Figure 1. Floorplan with the power grid (run 1).
Scale: 2 px per um. Pins as bars on the die edge.
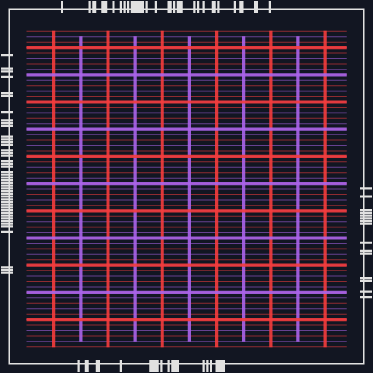
Figure 2. Metal 2 (run 1).
Scale: 2 px per um.
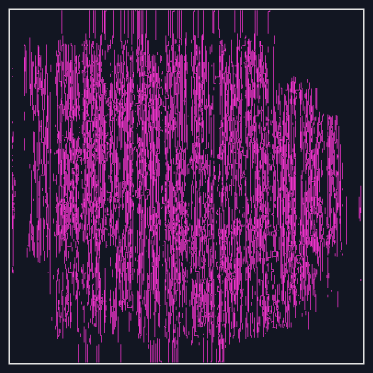
Figure 3. Clock nets (run 1).
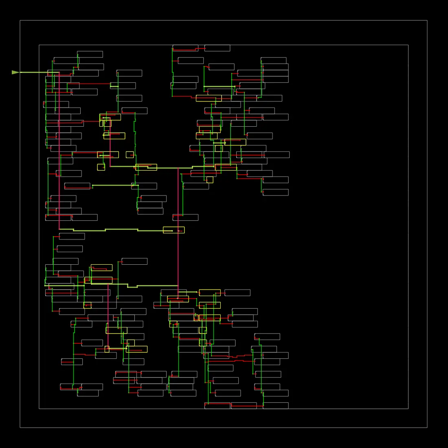
<file path="src/rtl/mem_pkg.sv">
// Shared types and constants for the memory-stage write buffer.
package mem_pkg;

    // Default number of buffered stores.
    localparam int WB_DEPTH = 4;

    // One buffered store.
    typedef struct packed {
        logic [15:0] addr;
        logic [15:0] data;
    } wb_entry_t;

    // Buffer operating mode: normal run or draining everything for a fence.
    typedef enum logic [0:0] {
        RUN   = 1'b0,
        FLUSH = 1'b1
    } wb_state_e;

    // Relationship of a load address to one buffered store address.
    typedef struct packed {
        logic partial;
        logic exact;
    } wb_match_t;

    // Words are 16 bits at byte addresses, so a store one byte either side of
    // the load overlaps it only partially and cannot be forwarded.
    function automatic wb_match_t wb_classify(input logic [15:0] ld_addr,
                                              input logic [15:0] entry_addr);
        logic [15:0] diff;
        wb_match_t   m;
        diff      = ld_addr - entry_addr;
        m.exact   = (diff == 16'h0000);
        m.partial = (diff == 16'h0001) || (diff == 16'hFFFF);
        return m;
    endfunction

endpackage

</file>
<file path="src/rtl/mem_wb_fifo.sv">
// Circular store queue: entry storage, pointers, occupancy and valid bits.
module mem_wb_fifo
    import mem_pkg::*;
#(
    parameter int DEPTH = WB_DEPTH,
    localparam int PTR_W = $clog2(DEPTH),
    localparam int CNT_W = PTR_W + 1
) (
    input  logic                    clk,
    input  logic                    rst,
    input  logic                    push,
    input  wb_entry_t               push_entry,
    input  logic                    pop,
    output wb_entry_t [DEPTH-1:0]   entries,
    output logic      [DEPTH-1:0]   valid,
    output logic      [PTR_W-1:0]   head_ptr,
    output wb_entry_t               head_entry,
    output logic                    full,
    output logic                    empty
);

    logic      [PTR_W-1:0] wr_ptr_r;
    logic      [PTR_W-1:0] rd_ptr_r;
    logic      [CNT_W-1:0] count_r;
    logic      [DEPTH-1:0] valid_r;
    wb_entry_t [DEPTH-1:0] mem_r;

    logic                  push_ok_s;
    logic                  pop_ok_s;
    logic      [DEPTH-1:0] set_mask_s;
    logic      [DEPTH-1:0] clr_mask_s;

    assign full       = (count_r == CNT_W'(DEPTH));
    assign empty      = (count_r == CNT_W'(0));
    assign push_ok_s  = push && !full;
    assign pop_ok_s   = pop && !empty;
    assign entries    = mem_r;
    assign valid      = valid_r;
    assign head_ptr   = rd_ptr_r;
    assign head_entry = mem_r[rd_ptr_r];

    // One-hot masks for the slot written and the slot retired this cycle.
    always_comb begin
        set_mask_s = push_ok_s ? (DEPTH'(1) << wr_ptr_r) : {DEPTH{1'b0}};
        clr_mask_s = pop_ok_s  ? (DEPTH'(1) << rd_ptr_r) : {DEPTH{1'b0}};
    end

    // Pointers wrap naturally at the power-of-two depth; count tracks occupancy.
    always_ff @(posedge clk or negedge rst) begin
        if (!rst) begin
            wr_ptr_r <= {PTR_W{1'b0}};
            rd_ptr_r <= {PTR_W{1'b0}};
            count_r  <= {CNT_W{1'b0}};
            valid_r  <= {DEPTH{1'b0}};
        end else begin
            wr_ptr_r <= push_ok_s ? wr_ptr_r + PTR_W'(1) : wr_ptr_r;
            rd_ptr_r <= pop_ok_s  ? rd_ptr_r + PTR_W'(1) : rd_ptr_r;
            valid_r  <= (valid_r & ~clr_mask_s) | set_mask_s;
            case ({push_ok_s, pop_ok_s})
                2'b10:   count_r <= count_r + CNT_W'(1);
                2'b01:   count_r <= count_r - CNT_W'(1);
                default: count_r <= count_r;
            endcase
        end
    end

    // Entry payload needs no reset: a slot is only read while its valid bit is set.
    always_ff @(posedge clk) begin
        if (push_ok_s) begin
            mem_r[wr_ptr_r] <= push_entry;
        end
    end

endmodule

</file>
<file path="src/rtl/mem_write_buffer.sv">
// Store buffer between the MEM stage and main memory, with load forwarding
// from buffered stores and a fence-driven full drain.
module mem_write_buffer
    import mem_pkg::*;
#(
    parameter int DEPTH = WB_DEPTH
) (
    input  logic        clk,
    input  logic        rst,
    input  logic        halt_sys,
    input  logic        st_valid,
    input  logic [15:0] st_addr,
    input  logic [15:0] st_data,
    output logic        st_ready,
    input  logic        ld_valid,
    input  logic [15:0] ld_addr,
    output logic [15:0] ld_data,
    output logic        ld_stall,
    input  logic        fence,
    output logic        flush_done,
    output logic        empty,
    output logic        mem_write_en,
    output logic [15:0] mem_address,
    output logic [15:0] mem_write_data,
    input  logic [15:0] mem_rdata
);

    localparam int PTR_W = $clog2(DEPTH);

    wb_state_e             state_r;
    wb_state_e             state_next_s;
    wb_entry_t [DEPTH-1:0] entries_s;
    wb_entry_t             head_entry_s;
    wb_entry_t             push_entry_s;
    logic      [DEPTH-1:0] valid_s;
    logic      [PTR_W-1:0] head_ptr_s;
    logic      [PTR_W-1:0] idx_s;
    wb_match_t             match_s;
    logic                  full_s;
    logic                  empty_s;
    logic                  push_s;
    logic                  drain_s;
    logic                  partial_s;
    logic                  fwd_hit_s;
    logic      [15:0]      fwd_data_s;

    assign push_entry_s = '{addr: st_addr, data: st_data};
    assign push_s       = st_valid && st_ready;
    assign empty        = empty_s;

    mem_wb_fifo #(
        .DEPTH (DEPTH)
    ) u_fifo (
        .clk        (clk),
        .rst        (rst),
        .push       (push_s),
        .push_entry (push_entry_s),
        .pop        (drain_s),
        .entries    (entries_s),
        .valid      (valid_s),
        .head_ptr   (head_ptr_s),
        .head_entry (head_entry_s),
        .full       (full_s),
        .empty      (empty_s)
    );

    // Scan oldest to youngest so the last exact hit wins; flag any partial overlap.
    always_comb begin
        partial_s  = 1'b0;
        fwd_hit_s  = 1'b0;
        fwd_data_s = 16'h0000;
        idx_s      = head_ptr_s;
        match_s    = '{partial: 1'b0, exact: 1'b0};
        for (int i = 0; i < DEPTH; i++) begin
            idx_s      = head_ptr_s + PTR_W'(i);
            match_s    = wb_classify(ld_addr, entries_s[idx_s].addr);
            partial_s  = partial_s | (valid_s[idx_s] & match_s.partial);
            fwd_data_s = (valid_s[idx_s] && match_s.exact) ? entries_s[idx_s].data : fwd_data_s;
            fwd_hit_s  = fwd_hit_s | (valid_s[idx_s] & match_s.exact);
        end
    end

    // Drain only when the memory port is free of a load, or when forced by a
    // full buffer or a fence; the load port and the write share mem_address.
    always_comb begin
        drain_s      = !empty_s && !halt_sys && ((state_r == FLUSH) || !ld_valid || full_s);
        mem_write_en = drain_s;
        if (drain_s) begin
            mem_address    = head_entry_s.addr;
            mem_write_data = head_entry_s.data;
        end else begin
            mem_address    = ld_addr;
            mem_write_data = 16'h0000;
        end
        st_ready = !full_s && (state_r == RUN);
        ld_stall = ld_valid && (partial_s || drain_s || (state_r == FLUSH));
        ld_data  = fwd_hit_s ? fwd_data_s : mem_rdata;
    end

    // Fence sequencing: leave FLUSH once empty, announcing it for that cycle.
    always_comb begin
        state_next_s = state_r;
        flush_done   = 1'b0;
        case (state_r)
            RUN: begin
                if (fence) begin
                    state_next_s = FLUSH;
                end else begin
                    state_next_s = RUN;
                end
            end
            FLUSH: begin
                if (empty_s) begin
                    state_next_s = RUN;
                    flush_done   = 1'b1;
                end else begin
                    state_next_s = FLUSH;
                end
            end
            default: begin
                state_next_s = RUN;
            end
        endcase
    end

    // Mode register.
    always_ff @(posedge clk or negedge rst) begin
        if (!rst) begin
            state_r <= RUN;
        end else begin
            state_r <= state_next_s;
        end
    end

endmodule

</file>
<file path="config.mk">
export PLATFORM = sky130hd
export DESIGN_NAME = mem_write_buffer
export DESIGN_NICKNAME = d
export VERILOG_FILES = /design/src/rtl/mem_pkg.sv /design/src/rtl/mem_wb_fifo.sv /design/src/rtl/mem_write_buffer.sv
export SDC_FILE = /design/constraint.sdc
export NUM_CORES = 1
export LEC_CHECK = 0
export CORE_MARGIN = 8
export CORE_UTILIZATION = 55
export DETAILED_ROUTE_END_ITERATION = 8
export GPL_TIMING_DRIVEN = 0
export PLACE_DENSITY = 0.79
export SYNTH_ARGS = -nofsm -noshare
export SYNTH_HDL_FRONTEND = slang
export SYNTH_HIERARCHICAL = 1
export SYNTH_SLANG_ARGS = --single-unit
</file>
<file path="constraint.sdc">
create_clock -name clk -period 7.9 [get_ports clk]
set_input_delay 1.185 -clock clk [delete_from_list [all_inputs] [get_ports clk]]
set_output_delay 1.185 -clock clk [all_outputs]
set_load 0.1 [all_outputs]
</file>
==> impl_metrics.toml, run 1 <==
# physical design summary
[route]
firstDrtPassIters = 5
ant_nets = 0
first_iter_violations = 1598
drt-total-wl_mm = 45.28
via_per_inst = 6.869
vias = 12360
drcViolationCount = 0

[final_layout]
layout_top_cell = "edfxtp_1"
final_core_util = 0.6549
syn2layout_area_growth_pct = 16.64
largest_register_ffs = 128
drive_above_1_share = 0.2150
num_antenna_cells = 0
lay_top_cells = "edfxtp_1, mux4_2, clkdlybuf4s50_1"
finish.instance_area_um2 = 16540
nets = 1605

[worst_setup_path]
worstSetupPathType = "reg2out"
rr_worst_depth = 12
cp_common_cell = "clkbuf_4"
worstReg2RegStart = "u_fifo/count_r[1]"
end_kind = "output pin"
crit_chain = "clkbuf_4 > buf_6 > clkbuf_4 > buf_4 > clkbuf_4 > clkbuf_4 > mux4_2 > ha_1 > fa_1 > nor2b_1 > o2111ai_1 > a32oi_2 > a31oi_1 > o21ai_1 > xnor2_1 > and4bb_1 > buf_4 > buf_4 > buf_4 > a311oi_1 > nor4_1 > nor2_1 > clkbuf_4"
required_ps = 6710
reg2reg_slack_ps = 4480
crit_start = "u_fifo/head_ptr[0]"
slowest_stage = "fa_1"
worst-path-stages = 23
slowest_delay_ps = 440

[synthesis]
yosysWarningCount = 6
ys_seq_share = 0.2923
topCellsByArea = "edfxtp_1, mux4_2, ha_1, mux2_2, nor2_1"
ys_cells = 1313
synth.distinct_cells = 90
muxShareOfSynthArea = 0.2504
ys_ff = 140
largest_area_cell = "edfxtp_1"
async_reset_ff_frac = 0.08571
syn_inst = 1313
synth-main-ff-cell = "edfxtp_1"
synth_nets = 1461
xor_share = 0.02903
aoi_share = 0.1401
yosys_area_um2 = 14180
syn_area_per_cell_um2 = 10.80
ys_sh_simple = 0.1560
synth-adder-area-share = 0.07148

[timing]
fmax_mhz = 128.2
setup_tns_ps = 0
period_needed_ps = 7798
fin_crit_sh = 0.9871
drv_slew = 0
rsz0062_at_grt = "false"
worst_pin_slew_ps = 1070
setup_ws_ps = 101.7
timing_hold_violations_final = 0

[clock_tree]
h-tree-depth = 4
cts-root-buf = "clkbuf_16"
holdBufCountCts = 0
clk_pin_slew_ps = 60
cts_tree = "built"

[power]
p_comb_mw = 5.07
top_power_group = "combinational cells"
switching_share = 0.5138
powerSeq_mw = 0.979
pwr-share-comb = 0.742
p_switching_mw = 3.513
leakagePower_nw = 6.482
p_per_area_nw_per_um2 = 413.5

[place]
dp_slack_ps = -1344
place_inst = 1769
hpwlAfterDp_mm = 33.71
routabilityCongestion = 0.9534

[die]
fp_util = 0.5614
chip_area_um2 = 31170
rows = 58
io_pins = 123

[global_route]
grt_busiest_layer = "met2"
grt_pass1_vias = 12480
antenna_found_initial = 0
grt_max_degree = 29
use_met1 = 0.3551

[job]
maxCapViolCount = 0
warnings = 36

[worst_hold_path]
min-delay-start = "u_fifo/count_r[2]"
worstHoldPathCells = 1
hold_class = "reg2reg"
holdPathEnd = "u_fifo/count_r[2]"

[outcome]
status = "complete, no violations"
Back to the opening pictures, Figure 1:
- purple: VDD
- red: VSS
- met5 straps: 11
- met1 rails: 59
- signal pins: 123
die span in y: 176.6 um
peak supply drop: 253.7 uV
Die W: 176.6 um
total core area: 25,250 um2

Back to the opening pictures, Figure 2:
- share of all routed wire: 50%
- main direction: vertical
- wire length on this layer: 22.5 mm
- longest straight run: 101 um

Back to the opening pictures, Figure 3:
Flops: 140
TritonCTS buffer count: 17
clock buffers: 17
clk pwr: 0.785 mW
Clk Latency, worst-skew pair: 420 ps

run 1: layout make-up:
class                           count  area, um2  area share
Buffer                             93      585.6     0.03541
Clock inverter                     15      137.6    0.008322
Timing Repair Buffer              127       1266     0.07656
Clock buffer                       17      425.4     0.02572
Tap cell                          330      412.9     0.02497
Inverter                           88      330.3     0.01997
Sequential cell                   140       4144      0.2506
Multi-Input combinational cell    990       9236      0.5585
run 1: repair_timing:
| item | CTS | global route |
|---|---|---|
| endpoints found under the setup margin | 17 | 17 |
| setup buffers | 0 | 1 |
| pin swaps | 0 | 3 |
| resized | 105 | 45 |
run 1: layer usage:
metal,vias up,wire (um)
li1,5402,-
met5,-,0
met1,6078,17100
met4,0,1460
met2,772,22480
met3,112,4238
Figure 4. Where the registers sit (run 1).
Scale: 2 px per um. Other sequential cells in the stronger gray, the rest of the logic in the fainter gray.
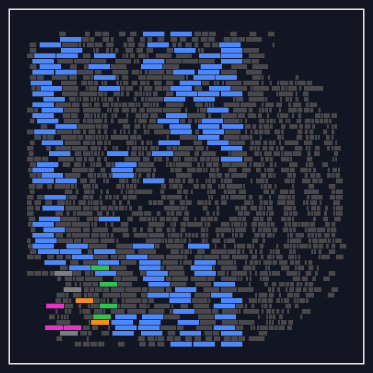

==> run 1 -> run 2 <==
- REMOVE_ABC_BUFFERS: default -> 1
Figure 5. Where the registers sit (run 2).
Scale: 2 px per um. Other sequential cells in the stronger gray, the rest of the logic in the fainter gray.
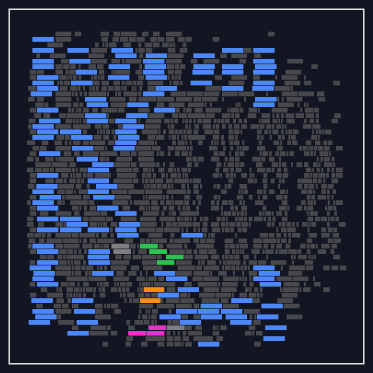
- orange: u_fifo/head_ptr (placed flops 2)
- magenta: u_fifo/count_r (placed flops 3)
- blue: u_fifo/entries (placed flops 128; where all over the die)
- green: u_fifo/valid (placed flops 4)
- not colored: 3

Figure 6. Metal 2 (run 2).
Scale: 2 px per um.
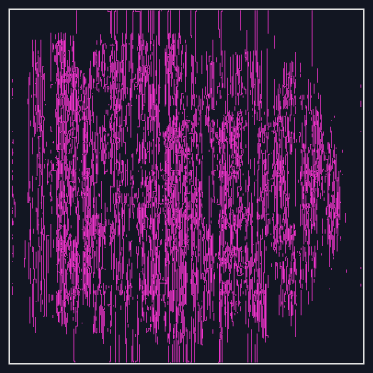
- longest straight run: 62.9 um
- wire length on this layer: 18,700 um
- main direction: vertical

==> run 2 against run 1 <==
- hold slack gained 3.3 ps
- count of clock-buffer cells in the layout is the same
- fmax grew 4.3%
- area after synthesis is the same
- sequential share of layout area grew 0.33 points
- utilization shrank 0.74 points
- critical endpoint is now ld_data[15]
- highest routed layer is now met5
==> impl_metrics.toml, run 2 <==
# physical design summary
[outcome]
status = "complete, no violations"

[power]
p_per_area_nw_per_um2 = 404.7
switching_share = 0.4980
top_power_group = "combinational cells"
ir_worst_vdd_uv = 253.8
p_comb_mw = 4.72

[worst_setup_path]
rr_worst_depth = 11
worstReg2RegStart = "u_fifo/count_r[1]"
reg2reg_slack_ps = 4740
worstSetupPathType = "reg2out"
end_kind = "output pin"
crit_start = "u_fifo/head_ptr[1]"

[clock_tree]
h-tree-depth = 4
clk_pin_slew_ps = 70
cts_tree = "built"
holdBufCountCts = 0

[worst_hold_path]
worstHoldPathCells = 1

[synthesis]
topCellsByArea = "edfxtp_1, mux4_2, ha_1, mux2_2, nor2_1"
largest_area_cell = "edfxtp_1"
ys_seq_share = 0.2923
muxShareOfSynthArea = 0.2504
synth-adder-area-share = 0.07148
ys_ff = 140
yosys_area_um2 = 14180
syn_area_per_cell_um2 = 10.80
async_reset_ff_frac = 0.08571

[die]
die.size.y_um = 176.6
chip_area_um2 = 31170
fp_util = 0.5614

[final_layout]
layout_top_cell = "edfxtp_1"
nets = 1528
finish.instance_area_um2 = 16350
largest_register_ffs = 128
sh_comb_area = 0.5629
num_antenna_cells = 1
comb_area_um2 = 9205
final_core_util = 0.6475
seq_share = 0.2539
dominant_cells = "combinational gates"

[route]
wl_met2_mm = 18.69
dr.max_layer_used = "met5"
ant_nets = 0

[place]
place_inst = 1686
dp_slack_ps = -124.4
hpwlAfterDp_mm = 26.71

[global_route]
use_met1 = 0.2992
grt_pass1_vias = 11340

[timing]
rsz0062_at_grt = "false"
-- run 2: worst max-delay path, cell delays in order (launching register included) --
cell and delay [ps]:
dfrtp_4 800, buf_16 350, mux4_2 550, inv_1 140, ha_1 330, a21oi_2 330
or3b_1 430, a21oi_2 200, o21ai_1 160, mux2_2 580, a32oi_4 440, buf_4 220
or4bb_1 480, o21ai_0 90, nor2_1 70, dlygate4sd2_1 600
-- run 2: worst min path at each step --
stage | from | to
2_1_floorplan | u_fifo/count_r[2] | u_fifo/count_r[2]
3_3_place_gp | u_fifo/count_r[2] | u_fifo/count_r[2]
3_5_place_dp | state_r | state_r
4_1_cts | state_r | state_r
5_1_grt | state_r | state_r
6_report | state_r | state_r
Power is estimated from default activity; no workload was simulated.
